==> config.mk <==
export PLATFORM = sky130hd
export DESIGN_NAME = uart_rx_cfg
export DESIGN_NICKNAME = d
export VERILOG_FILES = /design/src/rtl/uart_rx_cfg.sv
export SDC_FILE = /design/constraint.sdc
export NUM_CORES = 1
export LEC_CHECK = 0
export CAP_MARGIN = 20
export CORE_MARGIN = 2
export CORE_UTILIZATION = 35
export DETAILED_ROUTE_END_ITERATION = 7
export GPL_TIMING_DRIVEN = 0
export SLEW_MARGIN = 20
export SYNTH_ARGS = -nofsm -noshare
export SYNTH_HDL_FRONTEND = slang
export SYNTH_SLANG_ARGS = --single-unit
==> constraint.sdc <==
create_clock -name CLK -period 2.6 [get_ports CLK]
set_input_delay 0.26 -clock CLK [delete_from_list [all_inputs] [get_ports CLK]]
set_output_delay 0.26 -clock CLK [all_outputs]
set_load 0.01 [all_outputs]
==> src/rtl/uart_rx_cfg.sv <==
// Runtime-configurable UART receiver: 5..9 data bits, optional parity, 1/2 stop bits,
// 3-sample mid-bit majority vote, separate parity/framing/break reporting.
module uart_rx_cfg #(
    parameter int DATA_WIDTH_MAX = 9,
    parameter int PRESCALE_W     = 9,
    parameter int SYNC_STAGES    = 2
) (
    input  logic                      CLK,
    input  logic                      RST,
    input  logic                      RX_IN,
    input  logic [PRESCALE_W-1:0]     PRESCALE,
    input  logic [3:0]                DATA_LEN,
    input  logic                      PAR_EN,
    input  logic                      PAR_TYP,
    input  logic                      STOP2,
    output logic [DATA_WIDTH_MAX-1:0] P_DATA,
    output logic                      DATA_VALID,
    output logic                      PAR_ERR,
    output logic                      FRM_ERR,
    output logic                      BRK_DET,
    output logic                      BUSY
);

    localparam logic [2:0] S_IDLE    = 3'd0;
    localparam logic [2:0] S_START   = 3'd1;
    localparam logic [2:0] S_DATA    = 3'd2;
    localparam logic [2:0] S_PARITY  = 3'd3;
    localparam logic [2:0] S_STOP    = 3'd4;
    localparam logic [2:0] S_BRKWAIT = 3'd5;

    localparam logic [3:0]            LEN_MAX   = 4'(DATA_WIDTH_MAX);
    localparam logic [PRESCALE_W-1:0] PRESC_MIN = PRESCALE_W'(8);
    localparam logic [PRESCALE_W-1:0] ONE       = PRESCALE_W'(1);

    logic [SYNC_STAGES-1:0]    r_sync;
    logic [2:0]                r_state;
    logic [PRESCALE_W-1:0]     r_cnt;
    logic [PRESCALE_W-1:0]     r_presc;
    logic [3:0]                r_len;
    logic                      r_par_en;
    logic                      r_par_typ;
    logic                      r_stop2;
    logic [3:0]                r_bitidx;
    logic                      r_stopidx;
    logic                      r_s0;
    logic                      r_s1;
    logic [DATA_WIDTH_MAX-1:0] r_data;
    logic                      r_par_bit;
    logic                      r_stop1_bit;
    logic                      r_par_bad;
    logic                      r_frm_bad;
    logic [DATA_WIDTH_MAX-1:0] r_p_data;
    logic                      r_data_valid;
    logic                      r_par_err;
    logic                      r_frm_err;
    logic                      r_brk_det;

    logic                      w_rx_s;
    logic                      w_go;
    logic                      w_framing;
    logic [PRESCALE_W-1:0]     w_half;
    logic                      w_mid;
    logic                      w_end;
    logic                      w_vote;
    logic                      w_par_exp;
    logic                      w_brk;
    logic [PRESCALE_W-1:0]     w_presc_clamp;
    logic [3:0]                w_len_clamp;
    logic [DATA_WIDTH_MAX-1:0] w_data_next;

    assign w_rx_s        = r_sync[SYNC_STAGES-1];
    assign w_go          = (r_state == S_IDLE) && !w_rx_s;
    assign w_framing     = (r_state != S_IDLE) && (r_state != S_BRKWAIT);
    assign w_half        = r_presc >> 1;
    assign w_mid         = (r_cnt == w_half + ONE);
    assign w_end         = (r_cnt == r_presc - ONE);
    assign w_vote        = (r_s0 & r_s1) | (r_s0 & w_rx_s) | (r_s1 & w_rx_s);
    assign w_par_exp     = r_par_typ ? ^r_data : ~^r_data;
    assign w_brk         = (r_data == '0) && (!r_par_en || !r_par_bit) && !r_stop1_bit;
    assign w_presc_clamp = (PRESCALE < PRESC_MIN) ? PRESC_MIN : PRESCALE;
    assign w_len_clamp   = (DATA_LEN < 4'd5) ? 4'd5 : ((DATA_LEN > LEN_MAX) ? LEN_MAX : DATA_LEN);

    // Each data bit is written at its own index, so short frames stay zero-extended.
    genvar gi;
    generate
        for (gi = 0; gi < DATA_WIDTH_MAX; gi++) begin : g_data
            assign w_data_next[gi] = (r_state == S_DATA && w_mid && r_bitidx == 4'(gi))
                                     ? w_vote : r_data[gi];
        end
    endgenerate

    always_ff @(posedge CLK or negedge RST) begin
        if (!RST) begin
            r_sync <= '1;
        end else begin
            r_sync <= {r_sync[SYNC_STAGES-2:0], RX_IN};
        end
    end

    always_ff @(posedge CLK or negedge RST) begin
        if (!RST) begin
            r_state      <= S_IDLE;
            r_cnt        <= '0;
            r_presc      <= PRESC_MIN;
            r_len        <= 4'd5;
            r_par_en     <= 1'b0;
            r_par_typ    <= 1'b0;
            r_stop2      <= 1'b0;
            r_bitidx     <= '0;
            r_stopidx    <= 1'b0;
            r_s0         <= 1'b1;
            r_s1         <= 1'b1;
            r_data       <= '0;
            r_par_bit    <= 1'b0;
            r_stop1_bit  <= 1'b0;
            r_par_bad    <= 1'b0;
            r_frm_bad    <= 1'b0;
            r_p_data     <= '0;
            r_data_valid <= 1'b0;
            r_par_err    <= 1'b0;
            r_frm_err    <= 1'b0;
            r_brk_det    <= 1'b0;
        end else begin
            r_data_valid <= 1'b0;
            r_par_err    <= 1'b0;
            r_frm_err    <= 1'b0;
            r_brk_det    <= 1'b0;
            r_data       <= w_go ? '0 : w_data_next;

            if (w_framing) begin
                r_cnt <= w_end ? '0 : r_cnt + ONE;
                if (r_cnt == w_half - ONE) r_s0 <= w_rx_s;
                if (r_cnt == w_half)       r_s1 <= w_rx_s;
            end

            case (r_state)
                S_IDLE: begin
                    r_cnt <= '0;
                    if (!w_rx_s) begin
                        r_state     <= S_START;
                        r_presc     <= w_presc_clamp;
                        r_len       <= w_len_clamp;
                        r_par_en    <= PAR_EN;
                        r_par_typ   <= PAR_TYP;
                        r_stop2     <= STOP2;
                        r_bitidx    <= '0;
                        r_stopidx   <= 1'b0;
                        r_par_bit   <= 1'b0;
                        r_stop1_bit <= 1'b0;
                        r_par_bad   <= 1'b0;
                        r_frm_bad   <= 1'b0;
                    end
                end
                S_START: begin
                    if (w_mid && w_vote) begin
                        r_state <= S_IDLE;
                        r_cnt   <= '0;
                    end else if (w_end) begin
                        r_state <= S_DATA;
                    end
                end
                S_DATA: begin
                    if (w_mid) r_bitidx <= r_bitidx + 4'd1;
                    if (w_end && r_bitidx == r_len) r_state <= r_par_en ? S_PARITY : S_STOP;
                end
                S_PARITY: begin
                    if (w_mid) begin
                        r_par_bit <= w_vote;
                        r_par_bad <= (w_vote != w_par_exp);
                    end
                    if (w_end) r_state <= S_STOP;
                end
                S_STOP: begin
                    if (w_mid) begin
                        if (!w_vote)    r_frm_bad   <= 1'b1;
                        if (!r_stopidx) r_stop1_bit <= w_vote;
                    end
                    if (w_end) begin
                        if (r_stop2 && !r_stopidx) begin
                            r_stopidx <= 1'b1;
                        end else if (w_brk) begin
                            r_brk_det <= 1'b1;
                            r_state   <= S_BRKWAIT;
                        end else begin
                            r_p_data     <= r_data;
                            r_data_valid <= 1'b1;
                            r_par_err    <= r_par_bad;
                            r_frm_err    <= r_frm_bad;
                            r_state      <= S_IDLE;
                        end
                    end
                end
                S_BRKWAIT: begin
                    // A full bit period of idle-high line is required; any low restarts it.
                    if (!w_rx_s) begin
                        r_cnt <= '0;
                    end else if (w_end) begin
                        r_cnt   <= '0;
                        r_state <= S_IDLE;
                    end else begin
                        r_cnt <= r_cnt + ONE;
                    end
                end
                default: begin
                    r_state <= S_IDLE;
                    r_cnt   <= '0;
                end
            endcase
        end
    end

    assign P_DATA     = r_p_data;
    assign DATA_VALID = r_data_valid;
    assign PAR_ERR    = r_par_err;
    assign FRM_ERR    = r_frm_err;
    assign BRK_DET    = r_brk_det;
    assign BUSY       = (r_state != S_IDLE);

endmodule

==> impl_metrics.env, run 1 <==
# physical design summary
export IMPL_run_status="complete, no violations"
export IMPL_synth_seq_share=0.4049
export IMPL_finalWirelength_mm=9.496
export IMPL_post_drt_wl_per_cell_um=14.91
export IMPL_drv_slew=0
export IMPL_clkLatencyLatePin_ps=340
export IMPL_htreeDepth=3
export IMPL_tap_cells=140
export IMPL_dpl_hpwl_mm=6.613
export IMPL_cts_buffers=9
export IMPL_fp_util=0.3596
export IMPL_antenna_found_initial=0
export IMPL_top_area_frac=0.3579
export IMPL_worstPathArrival_ps=2770
export IMPL_synth_area_per_cell_um2=9.169
export IMPL_skew_ps=10.96
export IMPL_grt_first_pass_wirelength_mm=15.73
export IMPL_p_clk_frac=0.189
export IMPL_fmax_ghz=0.3930
export IMPL_comb_power_share=0.515
export IMPL_drt_pass1_iterations=4
export IMPL_mi_logic_area_um2=2336
export IMPL_core_um2=10890
export IMPL_buf_share=0.1365
export IMPL_cap_violations=0
export IMPL_p_leak_nw=2.220
export IMPL_dominant_cells="combinational gates"
export IMPL_grtUsageTotal=0.1700
export IMPL_ys_cells=427
export IMPL_grt_overflow=0
export IMPL_worst_ir_drop_vdd_mv=0.4621
export IMPL_grt_max_degree=54
export IMPL_synth_main_ff_cell="dfrtp_1"
export IMPL_dpl_cell_area_um2=4466
export IMPL_reg2reg_depth=11
export IMPL_synth_top_cell_by_count="nand2_1"
export IMPL_cts_sinks=63
export IMPL_tightest_slew_ps=774.1
export IMPL_seq_share=0.3123
export IMPL_grt_util_met2=0.2654
export IMPL_syn_area_um2=3915
export IMPL_synth_cell_types=64
export IMPL_fin_total_pwr_mw=4.728
export IMPL_switching_power_mw=1.948
export IMPL_final_cell_area_um2=5080
export IMPL_place_congestion=0.9041
export IMPL_place_inst=600
export IMPL_wl_met3_um=349
export IMPL_wl_met1_mm=4.525
export IMPL_worstSetupPathType="reg -> reg"
export IMPL_period_minus_slack_ps=2544
export IMPL_seqCellArea_um2=1587
export IMPL_slowest_delay_ps=430
export IMPL_ys_ff=63
export IMPL_routed_via_density=5.122
export IMPL_endpoint_kind="register"
export IMPL_met1_usage=0.2232
export IMPL_synth_async_reset_ratio=1.000
export IMPL_fillCellCount=1030
export IMPL_synth_cells=427
export IMPL_cts_root_buffer_cell="clkbuf_8"
export IMPL_worst_path_buf_inv=3
export IMPL_top_cells_by_count="nand2_1, dfrtp_1, nor2_1, nand3_1, xor2_1"
export IMPL_clkCellAreaFrac=0.04089
export IMPL_busiest_layer="met2"
export IMPL_post_place_ws_ps=-440.0
[run 1: cells by family after synthesis]
family                   synth area share
AND-OR/OR-AND                     0.08694
buffers and inverters             0.04634
adder cells (fa/ha/maj)           0.03835
XOR/XNOR                           0.1048
multiplexers                      0.07382
AND/OR/NAND/NOR                    0.2448
flip-flops                         0.4049
[run 1: path summary, 6_finish.rpt]
| kind | startpoint | end | slack [ps] |
|---|---|---|---|
| min reg2reg | r_sync[0] | r_sync[1] | 370 |
| min in group CLK | RX_IN | r_sync[0] | 340 |
| min | RST | r_cnt[0] | 300 |
| max | r_presc[1] | P_DATA[6] | 60 |
| max reg2reg | r_presc[1] | P_DATA[6] | 60 |
| max in group asynchronous | RST | r_s0 | 1750 |
[run 1: cell usage in the layout (no fill, tap or decap), drive strengths merged, types with 5 or more instances in the layout]
cell type	count
a21oi	9
mux2	12
dfrtp	56
clkbuf	27
nor2	32
nand2	69
clkdlybuf4s50	31
dfstp	7
inv	17
ha	12
o21ai	17
nand4	7
xor2	23
or3	6
nand3	26
and3	5
xnor2	23
mux2i	15
nor3	8
buf	32
[run 1: what timing repair did]
| item | in CTS | in global routing |
|---|---|---|
| hold buffers | 1 | 0 |
| setup endpoints to repair | 33 | 30 |
| setup buffers | 13 | 9 |
| endpoints found under the hold margin | 10 | 0 |
| resized | 28 | 24 |
| gates cloned | 1 | 1 |
| pin swaps | 8 | 12 |
[run 1: power groups by stage]
stage | logic (mW) | registers (mW) | clock network (mW)
after floorplan | 1.61 | 1.33 | 0
after global placement | 2.01 | 1.38 | 0
after detailed placement | 2.05 | 1.38 | 0
after CTS | 2.33 | 1.36 | 0.921
after global routing | 2.69 | 1.43 | 0.968
final | 2.44 | 1.40 | 0.894
Run 1, logic cells by family:
(4 px per µm)
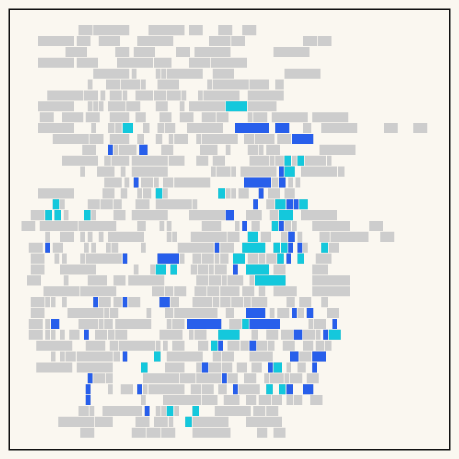
cyan -> inverting AOI/OAI gates  # cells 39, most used o21ai_0
blue -> NOR gates  # cells 55, most used nor2_1
combinational share of cell area: 0.4599
most instantiated logic cell after routing: nand2_1
Finished Layout Cells: 637

Run 1, wires at chosen ports, followed through buffers:
(3 px per µm)
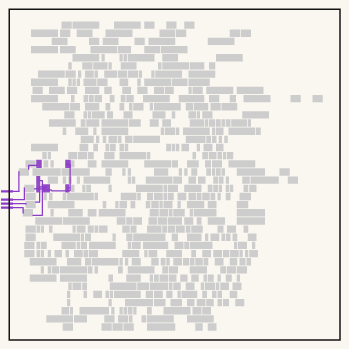
purple -> DATA_LEN  # direction input, edge west, end cells 6, wire 82.2 µm
PortBufs: 32
Ports: 33

Run 1, register map, names as in the netlist:
(3 px per µm) Other sequential cells in the stronger grey, the rest of the logic in the fainter grey.
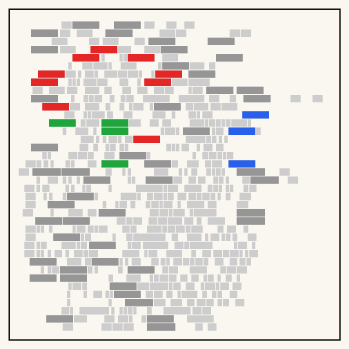
blue -> r_state  # flops 3
green -> r_bitidx  # flops 4
red -> r_data  # flops 9
not coloured = 47
Seq. pwr: 1.40 mW
post-route core utilization: 0.4666

Run 1, local utilization:
(2 px per µm) The die is cut into 11 by 11 equal tiles; dark purple is low, yellow is high, 0 to 100% covered.
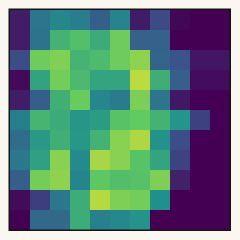

## Run 2: what changed since run 1
CORE_ASPECT_RATIO = 0.75   (was unset)
Run 2, local utilization:
(2 px per µm) The die is cut into 13 by 10 equal tiles; dark purple is low, yellow is high, 0 to 100% covered.
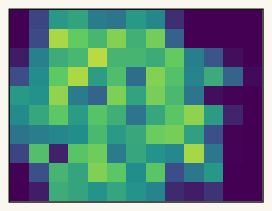
nearly empty tiles = 19%
fullest tile = 90%
mean over tiles = 42%
tiles over 75% full = 14%
post-route core utilization: 0.4828
initial core utilization: 0.3592

==> run 2 against run 1 <==
Net effect:
- the flow now finishes with violations (setup timing)
- worst hold slack better by 31 ps
- clock skew shrank 4.8 ps
- global-route usage fell by 0.17 points
- area after synthesis stayed put
- wire length rose by 3.6%
- critical path depth shrank 1
- die size about the same
- critical path type unchanged
- largest cell class unchanged
==> impl_metrics.env, run 2 <==
# physical design summary
export IMPL_run_status="finished, violations left"
export IMPL_violations="setup timing"
export IMPL_grtUsageTotal=0.1683
export IMPL_synth_cell_types=64
export IMPL_top_logic_kind="simple AND/OR/NAND/NOR gates"
export IMPL_drt_iter0_markers=185
export IMPL_worstSetupPathType="reg -> reg"
export IMPL_signal_buffers=86
export IMPL_ioPinCount=33
export IMPL_buf_share=0.1391
export IMPL_cts_sinks=63
export IMPL_cts_buffers=9
export IMPL_dominant_cells="combinational gates"
export IMPL_xor_share=0.1048
export IMPL_synth_top_cell_by_count="nand2_1"
export IMPL_finalHoldViolCount=0
export IMPL_cap_violations=0
export IMPL_fin_crit_sh=1.000
export IMPL_ys_cells=427
export IMPL_fin_total_pwr_mw=5.175
export IMPL_dpl_hpwl_mm=6.855
export IMPL_topCellsByArea="dfrtp_1, nand2_1, xor2_1"
export IMPL_path_max_fanout=6
export IMPL_drv_slew=0
export IMPL_core_um2=10900
export IMPL_cts_root_buffer_cell="clkbuf_16"
export IMPL_cts_buffer_depth=2
export IMPL_top_area_cell="dfrtp_1"
export IMPL_syn_area_um2=3915
export IMPL_drt_pass1_iterations=5
export IMPL_hold_path_class="in -> reg"
export IMPL_setup_violations_final=1
export IMPL_die_h_um=95.60
export IMPL_dpl_cell_area_um2=4463
export IMPL_rsz0062_at_grt="yes"
export IMPL_stdcell_count=646
export IMPL_grt_overflow=0
export IMPL_synth_seq_share=0.4049
export IMPL_period_minus_slack_ps=2600
export IMPL_synth_cells=427
export IMPL_cts_tree="built"
export IMPL_hold_slack_ps=332.6
export IMPL_muxShareOfSynthArea=0.07383
export IMPL_port_buffers=32
export IMPL_simple_gate_share=0.2448
export IMPL_fp_nets=458
export IMPL_rows=33
export IMPL_final_cell_area_um2=5263
export IMPL_aoi_share=0.08693
export IMPL_cts_reportedPaths_clkPinSlew_ps=60
export IMPL_post_place_ws_ps=-443.4
export IMPL_crit_required_ps=2800
export IMPL_slowest_delay_ps=530
export IMPL_grt_first_pass_wirelength_mm=15.90
export IMPL_tap_cells=140
export IMPL_fa_ha_area_frac=0.03835
export IMPL_tightest_slew_ps=869.0
export IMPL_antenna_found_initial=0
export IMPL_fmax_ghz=0.3846
export IMPL_clkLatencyLatePin_ps=330
export IMPL_finalWirelength_mm=9.842
export IMPL_fillCellCount=1034
export IMPL_diodes=0
export IMPL_drtAntennaViolNets=0
export IMPL_yosys_area_um2=3915
export IMPL_routed_via_density=5.088
export IMPL_tool_warnings=33
export IMPL_grt_max_degree=44
export IMPL_inv_count=19
export IMPL_seqCellArea_um2=1588
export IMPL_clkCellAreaFrac=0.05825
export IMPL_mi_logic_area_um2=2385
export IMPL_post_drt_wl_per_cell_um=15.24
export IMPL_final_cell_mix="nand2_1, dfrtp_1, nor2_1, clkdlybuf4s50_1, buf_4"
export IMPL_worst_ir_drop_vdd_mv=0.4427
export IMPL_endpoint_kind="register"
export IMPL_p_leak_nw=2.303
export IMPL_die_area_um2=12060
export IMPL_vias=3287
export IMPL_edf_count=0
export IMPL_synth_area_per_cell_um2=9.169
export IMPL_cp_slowest_cell="dfstp_2"
export IMPL_comb_area_frac=0.4532
export IMPL_drive_gt1_frac=0.2391
export IMPL_ys_ff=63
export IMPL_place_congestion=0.8839
export IMPL_seq_share=0.3017
export IMPL_place_inst=600
export IMPL_ff_count=63
export IMPL_top_area_frac=0.3579
export IMPL_fin_ws_ps=-0.2234
export IMPL_top_cells_by_count="nand2_1, dfrtp_1, nor2_1, nand3_1, xor2_1"
export IMPL_startpoint_type="register"
export IMPL_worstPathArrival_ps=2800
export IMPL_nMultiInputCombCells=322
export IMPL_synth_main_ff_cell="dfrtp_1"
export IMPL_skew_ps=6.159
export IMPL_final_common_cell="nand2_1"
export IMPL_setup_tns_ps=-0.2234
export IMPL_htreeDepth=3
export IMPL_synth_async_reset_ratio=1.000
Run 2, wires at chosen ports, followed through buffers:
(3 px per µm)
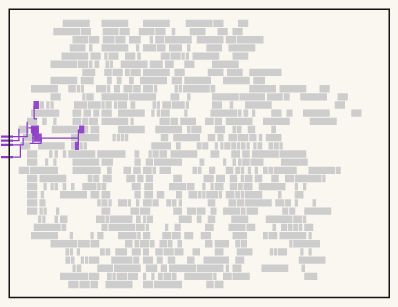
purple -> DATA_LEN  # direction input, edge west, end cells 6, wire 71.9 µm

[run 2: cell count changes in the layout (fill, tap and decap cells not counted), moves of 2 or more]
| cell | change |
|---|---|
| buf_2 | +2 |
| buf_4 | +7 |
| clkbuf_16 | +9 |
| clkbuf_8 | -11 |
| clkinv_4 | -2 |
| clkinvlp_4 | +2 |
| inv_4 | +2 |
| nand3_1 | -5 |
| nand3_2 | +5 |
| nor3_1 | -2 |
| nor3_2 | +2 |
[run 2: power by group]
group / switching [mW] / internal [mW] / total (mW) / leakage, nW
logic: 1.40 / 1.13 / 2.52 / 1.34
clock network: 0.476 / 0.773 / 1.25 / 0.145
registers: 0.203 / 1.20 / 1.40 / 0.819
total: 2.08 / 3.10 / 5.17 / 2.30
[run 2: timing repair]
item | in CTS | in global routing
resized | 32 | 26
cloned | 1 | 1
hold buffers | 1 | 0
setup endpoints to repair | 35 | 34
setup buffers | 17 | 13
pin swaps | 11 | 7
hold endpoints to repair | 20 | 0
[run 2: worst paths after layout]
kind	from	endpoint	slack (ps)	cells after the start
setup / recovery	r_presc[3]	r_data[2]	-0.2	10
hold / removal	RX_IN	r_sync[0]	330	1
setup reg to reg	r_presc[3]	r_data[2]	-0.2	10
hold reg to reg	r_sync[0]	r_sync[1]	360	0
max in group asynchronous	RST	r_len[0]	1650	3
min in group asynchronous	RST	r_presc[2]	360	2
[run 2: metal layers]
metal	global-route usage	share of wire	vias up
met2	0.2442	0.41	81
met4	0.05952	0.016	0
met1	0.2512	0.53	1580
met3	0.02918	0.040	13
li1	-	-	1613
met5	0	0	-
[run 2: worst max-delay path: cells and delay by family, from the launching register on]
kind	cells	cell delay, ps
buf+inv	3	500
compound gates	1	290
simple gates	5	1010
mux	1	130
flops	1	530
Run 2, logic cells by family:
(4 px per µm)
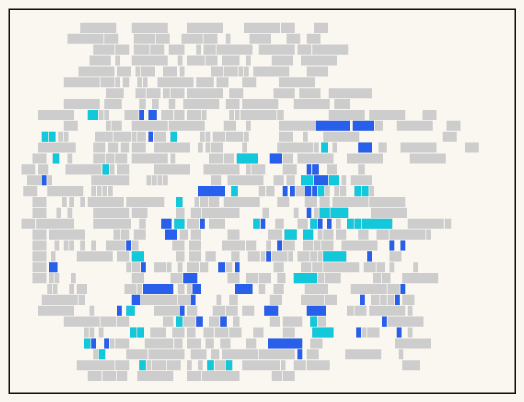

## Run 3: what changed since run 2
CTS_BUF_LIST = sky130_fd_sc_hd__clkbuf_4   (was unset)
GPL_TIMING_DRIVEN = unset   (was 0)
RECOVER_POWER = 50   (was unset)
Run 3, logic cells by family:
(4 px per µm)
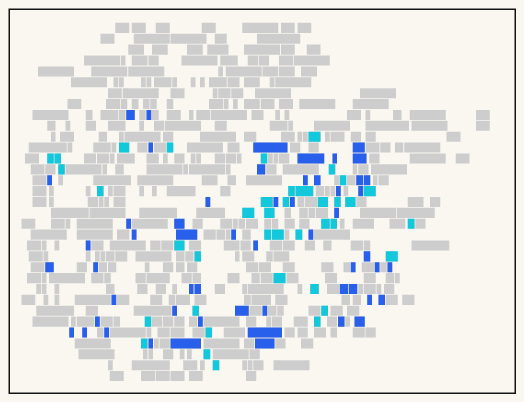
blue -> NOR gates  # cells 55, most used nor2_1
cyan -> inverting AOI/OAI gates  # cells 39, most used o21ai_0
combinational share of cell area: 0.4535

==> run 3 against run 2 <==
Net effect:
- the flow finishes with violations (capacitance limit, slew limit)
- worst setup slack improved by 14 ps
- fmax rose by 0.53%
- critical endpoint is now r_state[0]
- first-iteration DRC count fell by 8.1%
- synthesized cell count did not move
- worst hold slack improved by 32 ps
- highest routed layer unchanged
- largest power group unchanged
- non-clock buffer count fell by 9
==> impl_metrics.env, run 3 <==
# physical design summary
export IMPL_run_status="finished, violations left"
export IMPL_violations="capacitance limit, slew limit"
export IMPL_path_max_fanout=4
export IMPL_fp_nets=458
export IMPL_htreeDepth=3
export IMPL_grt_first_pass_wirelength_mm=15.57
export IMPL_worstPathArrival_ps=2910
export IMPL_top_cells_by_count="nand2_1, dfrtp_1, nor2_1, nand3_1, xor2_1"
export IMPL_top_area_cell="dfrtp_1"
export IMPL_worst_path_buf_inv=0
export IMPL_port_buffers=32
export IMPL_cap_violations=1
export IMPL_final_cell_area_um2=4906
export IMPL_worstSetupPathType="reg -> reg"
export IMPL_antenna_found_initial=0
export IMPL_top_logic_kind="simple AND/OR/NAND/NOR gates"
export IMPL_startpoint_type="register"
export IMPL_die_x_um=126.1
export IMPL_final_cell_mix="nand2_1, dfrtp_1, buf_4, nor2_1, clkdlybuf4s50_1"
export IMPL_fin_crit_sh=0.9949
export IMPL_skew_ps=15.75
export IMPL_setup_violations_final=0
export IMPL_clkLatencyLatePin_ps=430
export IMPL_dpl_hpwl_mm=7.290
export IMPL_worst_ir_drop_vdd_mv=0.4311
export IMPL_cts_buffers=9
export IMPL_fmax_ghz=0.3866
export IMPL_crit_required_ps=2930
export IMPL_post_place_ws_ps=-18.98
export IMPL_switching_power_mw=1.906
export IMPL_edf_count=0
export IMPL_r2r_slack_ps=10
export IMPL_simple_gate_share=0.2448
export IMPL_fa_ha_area_frac=0.03835
export IMPL_dpl_cell_area_um2=4609
export IMPL_fillCellCount=1091
export IMPL_p_clk_frac=0.168
export IMPL_place_inst=611
export IMPL_finalWirelength_mm=9.673
export IMPL_route_detailed_drc=0
export IMPL_diodes=0
export IMPL_die_h_um=95.60
export IMPL_synth_top_cell_by_count="nand2_1"
export IMPL_ioPinCount=33
export IMPL_synth_async_reset_ratio=1.000
export IMPL_synth_area_per_cell_um2=9.169
export IMPL_p_leak_nw=2.197
export IMPL_drv_slew=29
export IMPL_slowest_delay_ps=410
export IMPL_period_minus_slack_ps=2587
export IMPL_cts_tree="built"
export IMPL_xor_share=0.1048
export IMPL_cts_buffer_depth=2
export IMPL_ys_cells=427
export IMPL_cts_sinks=63
export IMPL_comb_power_share=0.514
export IMPL_aoi_share=0.08693
export IMPL_cp_top_family="simple AND/OR/NAND/NOR gates"
export IMPL_muxShareOfSynthArea=0.07383
export IMPL_ys_ff=63
export IMPL_synth_cell_types=64
export IMPL_yosys_area_um2=3915
export IMPL_rows=33
export IMPL_mi_logic_area_um2=2225
export IMPL_final_common_cell="nand2_1"
export IMPL_crit_start="r_presc[1]"
export IMPL_topCellsByArea="dfrtp_1, nand2_1, xor2_1"
export IMPL_synth_cells=427
export IMPL_top_area_frac=0.3579
export IMPL_cts_root_buffer_cell="clkbuf_4"
export IMPL_grtUsageTotal=0.1666
export IMPL_synth_seq_share=0.4049
export IMPL_swShare=0.4134
export IMPL_finalHoldViolCount=0
export IMPL_fin_ws_ps=13.39
export IMPL_routed_via_density=5.042
export IMPL_tool_warnings=32
export IMPL_fp_util=0.3592
export IMPL_grt_max_degree=36
export IMPL_top_power_group="combinational cells"
export IMPL_tightest_slew_ps=1635
export IMPL_vias=3212
export IMPL_drive_gt1_frac=0.2072
export IMPL_cp_slowest_cell="dfrtp_1"
export IMPL_core_um2=10900
export IMPL_drtAntennaViolNets=0
export IMPL_cts_reportedPaths_clkPinSlew_ps=110
export IMPL_endpoint_kind="register"
export IMPL_comb_power_mw=2.37
export IMPL_seqPwrFrac=0.318
Run 3, register map, names as in the netlist:
(3 px per µm) Other sequential cells in the stronger grey, the rest of the logic in the fainter grey.
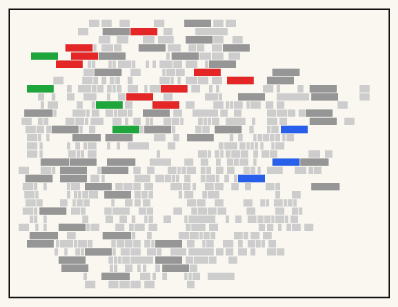
red -> r_data  # flops 9
green -> r_bitidx  # flops 4
blue -> r_state  # flops 3
post-route core utilization: 0.4501
Seq. pwr: 1.47 mW
Seq area share: 0.3236
Register Area: 1588 µm²

-- run 3: final timing paths --
kind                       cells after the start         end
min                                            1   r_sync[0]
max                                            8  r_state[0]
min in group asynchronous                      2    r_cnt[2]
min reg2reg                                    0   r_sync[1]
max reg2reg                                    8  r_state[0]
max in group asynchronous                      2  r_presc[5]
-- run 3: routing by layer --
layer  up-vias  track usage  part of all wire
met5         -            0                 0
met4         0      0.06868             0.014
met3        11      0.03479             0.052
met2        72       0.2330              0.41
met1      1532       0.2483              0.52
li1       1597            -                 -
-- run 3: cell type report --
class | instances | area share
clock buffer | 10 | 0.01530
clock inverter | 6 | 0.01734
inverter | 19 | 0.01454
multi-input combinational | 322 | 0.4535
sequential | 63 | 0.3236
tap | 140 | 0.03571
timing repair buffer | 77 | 0.1400
-- run 3: kinds of logic after synthesis --
logic type                 Yosys count
AOI/OAI and AO/OA                   50
xor gates and xnor gates            46
adders and majority gates           12
buffers and inverters               42
DFF                                 63
muxes                               27
and+or+nand+nor                    187
-- run 3: timing repair --
item | in CTS | in global routing
cloned | 0 | 2
hold endpoints to repair | 24 | 0
buffers inserted | 0 | 7
hold buffers | 1 | 0
setup endpoints to repair | 10 | 36
resized | 5 | 11
pin swaps | 0 | 3
-- run 3: worst reg2reg max path, cell delays in order (launching register included) --
cell,delay [ps]
dfrtp_1,410
ha_2,240
nand3_2,90
or3_1,340
and3_1,180
o31a_1,310
or3_1,370
a22o_1,250
mux2_4,300
-- run 3: stage by stage --
stage,total power [mW],TNS (ps),hold WS (ps)
after detailed placement,3.691,-82.78,336.4
after global routing,4.944,-1443,351.3
after global placement,3.646,0,339.2
final,4.612,0,364.4
after CTS,4.498,0,208.8
after floorplan,2.940,-312.9,-35.59
Power is estimated from default activity; no workload was simulated.
